Figure 1. Cell area per tile.
Bar = 10 microns. 8 x 8 tiles, from dark blue (low) to red (high), 0 to 100% covered.
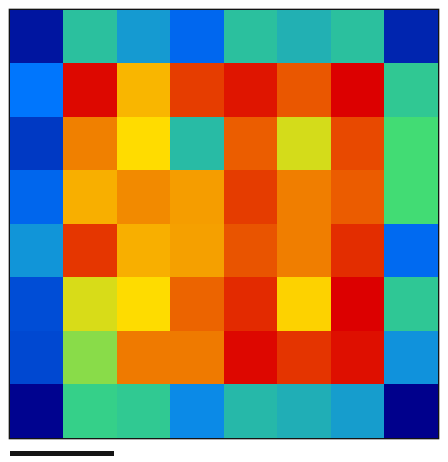
Figure 2. M2 wires.
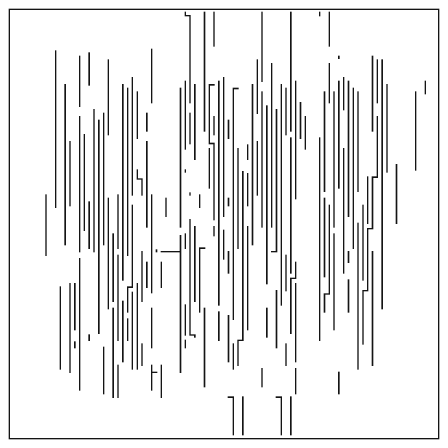
==> src/rtl/mitec_dram_seq_if.sv <==
// Z80-side bus bundle for the DRAM sequencer.
// Optional feature macro: MITEC_WAIT_EN adds the active-low Z80 wait line.
// The Z80 wait line is named wait_n because "wait" is a reserved word.
interface mitec_dram_seq_if #(
    parameter int BANKS = 2
);
    localparam int SELW = (BANKS > 1) ? $clog2(BANKS) : 1;

    logic              mreq;
    logic              rd;
    logic              wr;
    logic              rfsh;
    logic [SELW-1:0]   bank_sel;
    logic [BANKS-1:0]  ras;
    logic [BANKS-1:0]  cas;
    logic              mux;
    logic              busy;
`ifdef MITEC_WAIT_EN
    logic              wait_n;

    modport master (output mreq, rd, wr, rfsh, bank_sel,
                    input  ras, cas, mux, busy, wait_n);
    modport slave  (input  mreq, rd, wr, rfsh, bank_sel,
                    output ras, cas, mux, busy, wait_n);
`else
    modport master (output mreq, rd, wr, rfsh, bank_sel,
                    input  ras, cas, mux, busy);
    modport slave  (input  mreq, rd, wr, rfsh, bank_sel,
                    output ras, cas, mux, busy);
`endif
endinterface

==> src/rtl/mitec_dram_seq.sv <==
// DRAM RAS/CAS sequencer for a Z80 bus, one RAS/CAS pair per bank.
// Optional feature macro: MITEC_WAIT_EN drives a registered Z80 wait line
// that holds the CPU off while a new request waits out precharge.
module mitec_dram_seq #(
    parameter int BANKS     = 2,
    parameter int T_RAS_MUX = 1,
    parameter int T_MUX_CAS = 1,
    parameter int T_PRECH   = 2
) (
    input logic                clk,
    input logic                rst,
    mitec_dram_seq_if.slave    bus
);
    localparam int SELW = (BANKS > 1) ? $clog2(BANKS) : 1;
    localparam int TMAX = (T_RAS_MUX > T_MUX_CAS) ?
                          ((T_RAS_MUX > T_PRECH) ? T_RAS_MUX : T_PRECH) :
                          ((T_MUX_CAS > T_PRECH) ? T_MUX_CAS : T_PRECH);
    localparam int CW   = $clog2(TMAX + 1);

    typedef enum logic [2:0] {
        IDLE,
        ROW,
        COL,
        ACT,
        REF,
        PRECH
    } state_t;

    state_t            state;
    state_t            state_next;
    logic [SELW-1:0]   bank;
    logic [SELW-1:0]   bank_next;
    logic [CW-1:0]     cnt;
    logic [CW-1:0]     cnt_next;
    logic [BANKS-1:0]  ras_q;
    logic [BANKS-1:0]  ras_next;
    logic [BANKS-1:0]  cas_q;
    logic [BANKS-1:0]  cas_next;
    logic              mux_q;
    logic              mux_next;
    logic              busy_q;
    logic              busy_next;
    logic              valid_req;

    // A read/write cycle to an existing bank; refresh cycles are excluded.
    assign valid_req = !bus.mreq && bus.rfsh && (!bus.rd || !bus.wr) &&
                       (int'(bus.bank_sel) < BANKS);

    // Next state, bank and timer; an abort from ROW/COL wins over the timer.
    always_comb begin
        state_next = state;
        bank_next  = bank;
        cnt_next   = (cnt != '0) ? cnt - 1'b1 : cnt;
        case (state)
            IDLE: begin
                if (!bus.mreq && !bus.rfsh) begin
                    state_next = REF;
                end else if (valid_req) begin
                    state_next = ROW;
                    bank_next  = bus.bank_sel;
                    cnt_next   = CW'(T_RAS_MUX - 1);
                end
            end
            ROW: begin
                if (bus.mreq) begin
                    state_next = PRECH;
                    cnt_next   = CW'(T_PRECH - 1);
                end else if (cnt == '0) begin
                    state_next = COL;
                    cnt_next   = CW'(T_MUX_CAS - 1);
                end
            end
            COL: begin
                if (bus.mreq) begin
                    state_next = PRECH;
                    cnt_next   = CW'(T_PRECH - 1);
                end else if (cnt == '0) begin
                    state_next = ACT;
                end
            end
            ACT, REF: begin
                if (bus.mreq) begin
                    state_next = PRECH;
                    cnt_next   = CW'(T_PRECH - 1);
                end
            end
            PRECH: begin
                if (cnt == '0) begin
                    state_next = IDLE;
                end
            end
            default: begin
                state_next = IDLE;
                cnt_next   = '0;
            end
        endcase
    end

    // Strobe pattern for the state being entered, so outputs come off flops.
    always_comb begin
        ras_next  = '1;
        cas_next  = '1;
        mux_next  = 1'b0;
        busy_next = (state_next != IDLE);
        for (int i = 0; i < BANKS; i++) begin
            if (int'(bank_next) == i) begin
                if (state_next == ROW || state_next == COL || state_next == ACT) begin
                    ras_next[i] = 1'b0;
                end
                if (state_next == ACT) begin
                    cas_next[i] = 1'b0;
                end
            end
        end
        if (state_next == COL || state_next == ACT) begin
            mux_next = 1'b1;
        end
        if (state_next == REF) begin
            ras_next = '0;
        end
    end

    // State and output registers; reset drops every strobe without precharge.
    always_ff @(posedge clk or posedge rst) begin
        if (rst) begin
            state  <= IDLE;
            bank   <= '0;
            cnt    <= '0;
            ras_q  <= '1;
            cas_q  <= '1;
            mux_q  <= 1'b0;
            busy_q <= 1'b0;
        end else begin
            state  <= state_next;
            bank   <= bank_next;
            cnt    <= cnt_next;
            ras_q  <= ras_next;
            cas_q  <= cas_next;
            mux_q  <= mux_next;
            busy_q <= busy_next;
        end
    end

`ifdef MITEC_WAIT_EN
    logic wait_q;

    // Hold the CPU while a valid request sits behind an ongoing precharge.
    always_ff @(posedge clk or posedge rst) begin
        if (rst) begin
            wait_q <= 1'b1;
        end else begin
            wait_q <= !(state_next == PRECH && valid_req);
        end
    end

    assign bus.wait_n = wait_q;
`endif

    assign bus.ras  = ras_q;
    assign bus.cas  = cas_q;
    assign bus.mux  = mux_q;
    assign bus.busy = busy_q;
endmodule

==> src/flat_wrapper.sv <==
// flat-port wrapper written by rule: the top's interface ports become plain ports
module mitec_dram_seq_flat 
#(
    parameter int BANKS     = 2,
    parameter int T_RAS_MUX = 1,
    parameter int T_MUX_CAS = 1,
    parameter int T_PRECH   = 2
)
  (clk, rst, bus_mreq, bus_rd, bus_wr, bus_rfsh, bus_bank_sel, bus_ras, bus_cas, bus_mux, bus_busy);
  mitec_dram_seq_if #(.BANKS(BANKS)) bus_i ();
  input logic clk;
  input logic rst;
  input wire logic [$bits(bus_i.mreq)-1:0] bus_mreq;
  input wire logic [$bits(bus_i.rd)-1:0] bus_rd;
  input wire logic [$bits(bus_i.wr)-1:0] bus_wr;
  input wire logic [$bits(bus_i.rfsh)-1:0] bus_rfsh;
  input wire logic [$bits(bus_i.bank_sel)-1:0] bus_bank_sel;
  output wire logic [$bits(bus_i.ras)-1:0] bus_ras;
  output wire logic [$bits(bus_i.cas)-1:0] bus_cas;
  output wire logic [$bits(bus_i.mux)-1:0] bus_mux;
  output wire logic [$bits(bus_i.busy)-1:0] bus_busy;
  assign bus_i.mreq = bus_mreq;
  assign bus_i.rd = bus_rd;
  assign bus_i.wr = bus_wr;
  assign bus_i.rfsh = bus_rfsh;
  assign bus_i.bank_sel = bus_bank_sel;
  assign bus_ras = bus_i.ras;
  assign bus_cas = bus_i.cas;
  assign bus_mux = bus_i.mux;
  assign bus_busy = bus_i.busy;
  mitec_dram_seq #(.BANKS(BANKS), .T_RAS_MUX(T_RAS_MUX), .T_MUX_CAS(T_MUX_CAS), .T_PRECH(T_PRECH)) u_core (.clk(clk), .rst(rst), .bus(bus_i));
endmodule
==> config.mk <==
export PLATFORM = sky130hd
export DESIGN_NAME = mitec_dram_seq_flat
export DESIGN_NICKNAME = d
export VERILOG_FILES = /design/src/rtl/mitec_dram_seq_if.sv /design/src/rtl/mitec_dram_seq.sv /design/src/flat_wrapper.sv
export SDC_FILE = /design/constraint.sdc
export NUM_CORES = 1
export LEC_CHECK = 0
export CAP_MARGIN = 20
export CORE_UTILIZATION = 44
export DETAILED_ROUTE_END_ITERATION = 16
export HOLD_SLACK_MARGIN = 0.05
export PLACE_DENSITY = 0.84
export SYNTH_ARGS = -nofsm -noshare
export SYNTH_HDL_FRONTEND = slang
export SYNTH_SLANG_ARGS = --single-unit
==> constraint.sdc <==
create_clock -name clk -period 1.3 [get_ports clk]
set_input_delay 0.26 -clock clk [delete_from_list [all_inputs] [get_ports clk]]
set_output_delay 0.26 -clock clk [all_outputs]
set_load 0.02 [all_outputs]
==> results.rst <==
Synthesis and place-and-route
=============================

.. list-table::
   :header-rows: 1

   * - Metric
     - Value
   * - Buffers from clock root to sink, at most
     - 2
   * - Count of cells along the worst register-to-register path
     - 5
   * - Portion of the clock cycle consumed by the worst path in the final layout
     - 108%
   * - Number of setup violations in the final report
     - 7
   * - CTS buffer count
     - 3
   * - Final weighted congestion in routability-driven placement
     - 0.794
   * - Aggregate negative setup slack
     - -443 ps
   * - Total Nets Final
     - approximately 100
   * - Routed length on met1
     - ~800 microns
   * - Failing checks
     - negative setup slack
   * - Count of hold buffers inserted by post-cts repair
     - 0
   * - Share of synthesized area occupied by flip-flops and latches
     - 45.6%
   * - Worst R2R Setup Slack
     - -100 ps
   * - Placed wire-length estimate after detailed placement
     - 1170 microns
   * - Clock-pin slew of the registers on the worst-case setup and hold paths
     - approximately 70 ps
   * - Clock tree from TritonCTS
     - yes
   * - Flops & latches, synth
     - 12
   * - Result of the run
     - complete, but fails checks
   * - Met3 layer usage reported by global route
     - under 10%
   * - Pre-placement core utilization
     - between 40% and 50%
   * - Cell Rows
     - 13
   * - Post-synth EDFFs
     - 0
   * - Post-Synthesis Cells
     - about 63
   * - Summed area of non-filler cells in the final layout
     - 1050 sq um
   * - Setup slack after layout
     - -101 ps
   * - Routed met2 length
     - between 1000 and 1500 microns
   * - Power after layout
     - roughly 0.0025 W
   * - Global route overflow
     - 0
   * - Power density over the cells
     - around 2400 nW/um^2
   * - Residual DRC count
     - 0
   * - Number of iterations in the first detailed-routing pass
     - 4
   * - Cell breakdown of the critical path
     - buf_4 -> o21ai_1 -> o22ai_2 -> or2_1 -> nand2b_1
   * - Number of buffers inserted to repair setup after CTS
     - 4
   * - Detailed route wirelength on metal3
     - 107 microns
   * - Delay contributed by the slowest stage of the critical path
     - approximately 470 ps
   * - Worst-case vdd ir drop
     - around 0.0016 V
   * - Width of the die
     - ~40 microns
   * - FMAX
     - between 0.7 and 0.8 GHz
   * - Overall routing resource usage
     - 23.6%
   * - Hold slack final
     - 287 ps
   * - Chip footprint
     - between 1500 and 2000 sq um
   * - Largest net degree at the start of global routing
     - 13
   * - Actual slew at the worst max-slew pin
     - roughly 460 ps
   * - Layout-stage area growth over the synthesis result
     - 56.6%
   * - Main synth FF type
     - sky130_fd_sc_hd__dfrtp_1
-- Figure 1 (at the start) --
tiles over 75% full: 48%
fullest tile: 100%
mean over tiles: 61%

-- Figure 2 (at the start) --
wire length on this layer: 1060 microns
longest straight run: 23.8 microns
main direction: vertical

## synthesized netlist by cell type (2+ instances only)
cell type / number / area share (%)
sky130_fd_sc_hd__or2_1: 2 / 1.9
sky130_fd_sc_hd__inv_1: 2 / 1.1
sky130_fd_sc_hd__a21oi_1: 4 / 3.0
sky130_fd_sc_hd__a211o_1: 2 / 2.6
sky130_fd_sc_hd__dfrtp_1: 8 / 30
sky130_fd_sc_hd__nand2b_1: 2 / 1.9
sky130_fd_sc_hd__buf_2: 3 / 2.2
sky130_fd_sc_hd__dfstp_2: 4 / 16
sky130_fd_sc_hd__nor2_1: 3 / 1.7
sky130_fd_sc_hd__o2111ai_1: 2 / 2.6
sky130_fd_sc_hd__nor3_1: 3 / 2.2
sky130_fd_sc_hd__a21boi_1: 2 / 2.2
sky130_fd_sc_hd__nand2_1: 5 / 2.8
sky130_fd_sc_hd__o21ai_0: 2 / 1.5
## cells in the final DEF (no fill, tap or decap), types with 2 or more instances in the layout
cell,count
sky130_fd_sc_hd__inv_1,2
sky130_fd_sc_hd__a211o_1,2
sky130_fd_sc_hd__nand2_1,5
sky130_fd_sc_hd__nor3_1,2
sky130_fd_sc_hd__a21oi_1,3
sky130_fd_sc_hd__dlygate4sd2_1,4
sky130_fd_sc_hd__o21ai_1,2
sky130_fd_sc_hd__or2_1,2
sky130_fd_sc_hd__buf_4,19
sky130_fd_sc_hd__buf_6,2
sky130_fd_sc_hd__clkdlybuf4s50_1,2
sky130_fd_sc_hd__dlymetal6s2s_1,2
sky130_fd_sc_hd__nor2_2,2
sky130_fd_sc_hd__dfrtp_2,3
sky130_fd_sc_hd__dfrtp_1,5
sky130_fd_sc_hd__dfstp_2,4
sky130_fd_sc_hd__clkbuf_4,3
sky130_fd_sc_hd__buf_2,3
sky130_fd_sc_hd__nand2b_1,2
## area by class of cell
type                    count  share of cell area, %
multi-input cells          44                   39.9
flip-flops and latches     12                   29.5
repair buffers             33                   25.3
clock buffers               4                   2.51
well taps                  15                   1.79
inverters                   3                   1.07
## power by group
part | switching, W | internal (W) | total (W)
Sequential | 0.000145 | 0.000534 | 0.000680
Clock | 0.000135 | 0.000119 | 0.000255
Combinational | 0.000785 | 0.000811 | 0.00160
Total | 0.00107 | 0.00146 | 0.00253
## cell families after synthesis
group | after synthesis | synth area share (%)
flops | 12 | 45.6
xor+xnor | 1 | 1.31
buf+inv | 7 | 5.61
compound gates | 21 | 26.0
mux | 1 | 3.36
simple gates | 21 | 18.1
## how the worst max path moves through the flow
stage                                    startpoint                          end  slack (ps)  cells past startpoint
after detailed placement                   bus_mreq  u_core.bus.ras[0]$_DFF_PP1_        -400                      5
final                     u_core.state[0]$_DFF_PP0_    u_core.bus.busy$_DFF_PP0_        -100                      5
after global routing      u_core.state[1]$_DFF_PP0_  u_core.bus.cas[1]$_DFF_PP1_        -170                      5
after CTS                 u_core.state[2]$_DFF_PP0_  u_core.bus.ras[0]$_DFF_PP1_         -80                      4
after global placement                     bus_mreq  u_core.bus.ras[0]$_DFF_PP1_        -360                      5
after floorplan           u_core.state[2]$_DFF_PP0_  u_core.bus.ras[0]$_DFF_PP1_          -2                      5
Power figures rest on the tool's default switching activity, not on a simulated workload.
